### config.mk
export PLATFORM = sky130hd
export DESIGN_NAME = slot_reel_ctrl
export DESIGN_NICKNAME = d
export VERILOG_FILES = /design/src/rtl/slot_pkg.sv /design/src/rtl/slot_win_eval.sv /design/src/rtl/slot_reel_ctrl.sv
export SDC_FILE = /design/constraint.sdc
export NUM_CORES = 1
export LEC_CHECK = 0
export CORE_ASPECT_RATIO = 1.2
export CORE_MARGIN = 1
export CORE_UTILIZATION = 25
export CTS_CLUSTER_DIAMETER = 150
export DETAILED_ROUTE_END_ITERATION = 7
export PLACE_DENSITY = 0.47
export SETUP_SLACK_MARGIN = 0.1
export SYNTH_ARGS = -nofsm -noshare
export SYNTH_HDL_FRONTEND = slang
export SYNTH_SLANG_ARGS = --single-unit
### constraint.sdc
create_clock -name i_clock -period 1.9 [get_ports i_clock]
set_input_delay 0.57 -clock i_clock [delete_from_list [all_inputs] [get_ports i_clock]]
set_output_delay 0.57 -clock i_clock [all_outputs]
set_load 0.01 [all_outputs]
### src/rtl/slot_pkg.sv
// Shared types and constants for the three-reel slot controller.
package slot_pkg;

    typedef enum logic [2:0] {
        IDLE  = 3'd0,
        SPIN3 = 3'd1,
        SPIN2 = 3'd2,
        SPIN1 = 3'd3,
        JUDGE = 3'd4,
        SHOW  = 3'd5
    } slot_state_t;

    localparam logic [1:0] WIN_NONE    = 2'd0;
    localparam logic [1:0] WIN_PAIR    = 2'd1;
    localparam logic [1:0] WIN_TRIPLE  = 2'd2;
    localparam logic [1:0] WIN_JACKPOT = 2'd3;

    localparam logic [3:0] MAX_DIGIT = 4'd9;

endpackage

### src/rtl/slot_win_eval.sv
// Combinational scoring of three stopped reel digits; any illegal digit voids the win.
module slot_win_eval
    import slot_pkg::*;
(
    input  logic [3:0] digit0,
    input  logic [3:0] digit1,
    input  logic [3:0] digit2,
    input  logic [3:0] jackpot_digit,
    output logic [1:0] win_code
);

    logic any_illegal;
    logic all_equal;
    logic some_equal;

    always_comb begin
        any_illegal = (digit0 > MAX_DIGIT) || (digit1 > MAX_DIGIT) || (digit2 > MAX_DIGIT);
        all_equal   = (digit0 == digit1) && (digit1 == digit2);
        some_equal  = (digit0 == digit1) || (digit1 == digit2) || (digit0 == digit2);

        win_code = WIN_NONE;
        if (any_illegal) begin
            win_code = WIN_NONE;
        end else if (all_equal) begin
            win_code = (digit0 == jackpot_digit) ? WIN_JACKPOT : WIN_TRIPLE;
        end else if (some_equal) begin
            win_code = WIN_PAIR;
        end
    end

endmodule

### src/rtl/slot_reel_ctrl.sv
// Three-reel slot sequencer: start spins all reels, rate-limited stops freeze them
// left to right, then the result is scored once and displayed until the next start.
//
// state | meaning
// ------+------------------------------------------------------------
// IDLE  | after reset, all reels paused, waiting for i_start
// SPIN3 | all three reels spinning, next stop freezes reel 0
// SPIN2 | reel 0 frozen, next stop freezes reel 1
// SPIN1 | reels 0-1 frozen, next stop freezes reel 2
// JUDGE | single cycle, o_win registered from latched results
// SHOW  | result displayed with o_done, i_start begins a new spin
module slot_reel_ctrl
    import slot_pkg::*;
#(
    parameter int         STOP_GAP      = 4,
    parameter logic [3:0] JACKPOT_DIGIT = 4'd7
) (
    input  logic       i_clock,
    input  logic       i_reset,
    input  logic       i_start,
    input  logic       i_stop,
    input  logic [3:0] i_reel0,
    input  logic [3:0] i_reel1,
    input  logic [3:0] i_reel2,
    output logic [2:0] o_pause,
    output logic       o_busy,
    output logic       o_done,
    output logic [3:0] o_result0,
    output logic [3:0] o_result1,
    output logic [3:0] o_result2,
    output logic [1:0] o_win
);

    localparam logic [7:0] GAP_LOAD = 8'(STOP_GAP);

    slot_state_t state_q;
    slot_state_t state_d;
    logic [7:0]  gap_q;
    logic        stop_ok;
    logic        clear_game;
    logic [2:0]  latch_reel;
    logic        load_win;
    logic [1:0]  win_comb;

    assign stop_ok = i_stop && (gap_q == 8'd0);

    always_ff @(posedge i_clock or posedge i_reset) begin
        if (i_reset) begin
            state_q <= IDLE;
        end else begin
            state_q <= state_d;
        end
    end

    always_comb begin
        state_d    = state_q;
        clear_game = 1'b0;
        latch_reel = 3'b000;
        load_win   = 1'b0;
        o_pause    = 3'b111;
        o_busy     = 1'b0;
        o_done     = 1'b0;

        case (state_q)
            IDLE: begin
                if (i_start) begin
                    state_d    = SPIN3;
                    clear_game = 1'b1;
                end
            end
            SPIN3: begin
                o_pause = 3'b000;
                o_busy  = 1'b1;
                if (stop_ok) begin
                    latch_reel = 3'b001;
                    state_d    = SPIN2;
                end
            end
            SPIN2: begin
                o_pause = 3'b001;
                o_busy  = 1'b1;
                if (stop_ok) begin
                    latch_reel = 3'b010;
                    state_d    = SPIN1;
                end
            end
            SPIN1: begin
                o_pause = 3'b011;
                o_busy  = 1'b1;
                if (stop_ok) begin
                    latch_reel = 3'b100;
                    state_d    = JUDGE;
                end
            end
            JUDGE: begin
                load_win = 1'b1;
                state_d  = SHOW;
            end
            SHOW: begin
                o_done = 1'b1;
                // start beats a simultaneous stop here; the stop is simply dropped
                if (i_start) begin
                    state_d    = SPIN3;
                    clear_game = 1'b1;
                end
            end
            default: begin
                state_d = IDLE;
            end
        endcase
    end

    // Stop-spacing down-counter; every accepted stop or new spin re-arms it.
    always_ff @(posedge i_clock or posedge i_reset) begin
        if (i_reset) begin
            gap_q <= 8'd0;
        end else if (clear_game || (latch_reel != 3'b000)) begin
            gap_q <= GAP_LOAD;
        end else if (gap_q != 8'd0) begin
            gap_q <= gap_q - 8'd1;
        end
    end

    always_ff @(posedge i_clock or posedge i_reset) begin
        if (i_reset) begin
            o_result0 <= 4'd0;
            o_result1 <= 4'd0;
            o_result2 <= 4'd0;
            o_win     <= WIN_NONE;
        end else if (clear_game) begin
            o_result0 <= 4'd0;
            o_result1 <= 4'd0;
            o_result2 <= 4'd0;
            o_win     <= WIN_NONE;
        end else begin
            if (latch_reel[0]) o_result0 <= i_reel0;
            if (latch_reel[1]) o_result1 <= i_reel1;
            if (latch_reel[2]) o_result2 <= i_reel2;
            if (load_win)      o_win     <= win_comb;
        end
    end

    slot_win_eval u_win_eval (
        .digit0        (o_result0),
        .digit1        (o_result1),
        .digit2        (o_result2),
        .jackpot_digit (JACKPOT_DIGIT),
        .win_code      (win_comb)
    );

endmodule

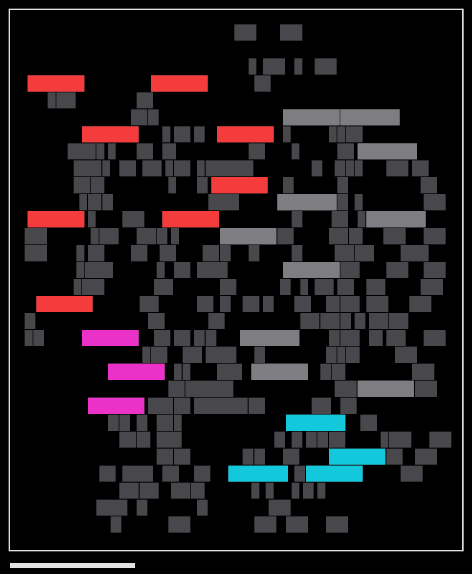
**Above:** sequential cells colored by netlist name.
Scale bar: 20 microns. Other sequential cells in the stronger gray, the rest of the logic in the fainter gray.
Key: red = `gap_q` [placed flops 8]; magenta = `state_q` [placed flops 3]; cyan = `o_result0` [placed flops 4]
final core area utilization: 0.3895
sequential power: 0.836 mW
Seq/total area: 0.2855
sequential cell area: 634.4 sq um

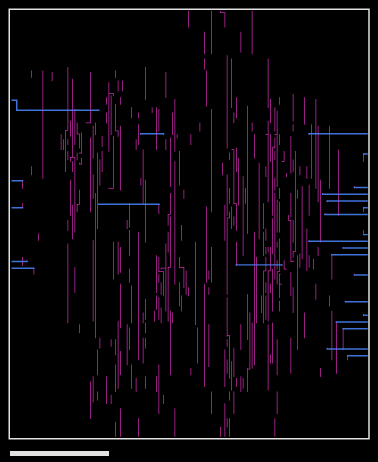
**Above:** wiring by layer.
Scale bar: 20 microns. Only two layers are drawn.
Key: magenta = met2 [wire length 1790 microns]; blue = met3 [wire length 153 microns]
drt wl/cell: 12.36 microns
total detailed-routing wirelength: 3819 microns

==> changes_impl.md <==
### Changed

- GRT Resource Usage Total: 0.1280
- Via Count: 1387
- DRT iter0 DRCs: 58
- CTS clk-pin slew, worst paths: 80 ps
- Fp util: 0.2612
- Fin crit share: 0.9504
- Run status: finished, final reports clean
- Syn_area_per_cell: 9.256 sq um
- Worst Hold Slack: 544.7 ps
- Buffers on Ports: 34
- First-pass DRT Iterations: 6
- Tot Pwr: 2.353 mW
- WL met1: 1857 microns
- Number of hold violations in the final report: 0
- Syn_nets: 179
- Hold Path End: o_win[0]
- TritonCTS buffer count: 3
- Most common cell in the netlist: dfrtp_1
- Leakage: 1.141 nW
- R2R setup slack: 220 ps
- Clk ins delay skew pair: 270 ps
- Vert. Die Dim: 86.58 microns
- Final tally of setup violations: 0
- Asr flop ratio synth: 1.000
- Layout cells sized above 1: 0.2926
- Fin. max-slew vios: 0
- R2R depth: 5
- Routed met2 length: 1789 microns
- Final HPWL DP: 2784 microns
- Crit path cell chain: buf_6 -> nand2b_4 -> a21o_1 -> buf_2
- Ant diodes: 0
- Top Layer Used: met4
- Clock Sinks: 25
- Hold buffer count at cts: 0
- # rows: 30
- Met3 wire len: 153 microns
- Tightest Pin Transition: 498.5 ps
-- power breakdown --
| group | internal (mW) | switching [mW] | total [mW] |
|---|---|---|---|
| Combinational | 0.635 | 0.563 | 1.20 |
| Sequential | 0.683 | 0.152 | 0.836 |
| Clock | 0.147 | 0.172 | 0.319 |
| Total | 1.46 | 0.888 | 2.35 |
-- cell families after synthesis --
group                      share of synthesized area
and+or+nand+nor                               0.2989
AOI/OAI and AO/OA                             0.1142
DFF                                           0.4198
buffers and inverters                        0.05541
xor gates and xnor gates                     0.08816
adders and majority gates                    0.01679
muxes                                       0.006717
-- how the worst max path moves through the flow --
stage | to | slack, ps | depth (start not counted)
after global routing | o_pause[1] | 50 | 4
after floorplan | o_pause[0] | 310 | 3
after CTS | o_pause[1] | 60 | 4
after global placement | o_result1[1] | -40 | 6
final | o_pause[1] | 90 | 4
after detailed placement | o_result2[3] | -50 | 6
-- placed cells by master, fill, tap and decap left out, types with 2 or more instances in the layout --
cell type and n:
clkdlybuf4s50_1 28, nand2b_4 2, clkbuf_8 3, a21oi_1 7
nand3_1 15, ha_1 2, o21ai_0 12, dfrtp_1 18
nor4_1 5, dfrtp_2 7, and3_2 2, inv_1 13
xnor2_1 2, xor2_1 13, buf_4 33, nand2_1 15
buf_6 2, nand4b_1 2, nor2_1 10, a31oi_1 2
or3_2 2, buf_2 4, nand3b_1 2
-- worst register-to-register path, cell delays in order, from the launching register on --
cell     delay (ps)
dfrtp_2         410
buf_4           150
xor2_1          150
nor4_1          480
a31oi_1         150
a32o_1          220
-- metal layers --
| layer | vias to the layer above | GRT usage |
|---|---|---|
| li1 | 699 | - |
| met1 | 659 | 0.1713 |
| met2 | 27 | 0.2150 |
| met3 | 2 | 0.01628 |
| met4 | 0 | 0.03743 |
| met5 | - | 0 |
-- cell type report --
| class | count | area share |
|---|---|---|
| clock buffers | 3 | 0.01858 |
| clock inverters | 1 | 0.002252 |
| inverters | 13 | 0.02196 |
| multi-input cells | 118 | 0.3620 |
| flip-flops and latches | 25 | 0.2855 |
| well taps | 80 | 0.04505 |
| repair buffers | 69 | 0.2646 |
-- state kept, by name, indices dropped and copies added (netlist names) --
| signal | cells |
|---|---|
| o_result1 | 4 |
| state_q | 3 |
| o_result0 | 4 |
| o_result2 | 4 |
| gap_q | 8 |
| o_win | 2 |
-- metrics by stage --
stage          instance area [sq um]    util  setup WS, ps
2_1_floorplan                   1490       -         306.6
3_3_place_gp                    2039  0.3575        -40.68
3_5_place_dp                    2039  0.3575        -48.84
4_1_cts                         2177  0.3816         56.80
5_1_grt                         2222  0.3895         53.98
6_report                        2222  0.3895         94.18
-- what timing repair did --
action | 4_1_cts | 5_1_grt
resized | 29 | 5
setup endpoints to repair | 16 | 13
setup buffers | 12 | 4
pin swaps | 0 | 1
Power and IR drop assume default switching activity.
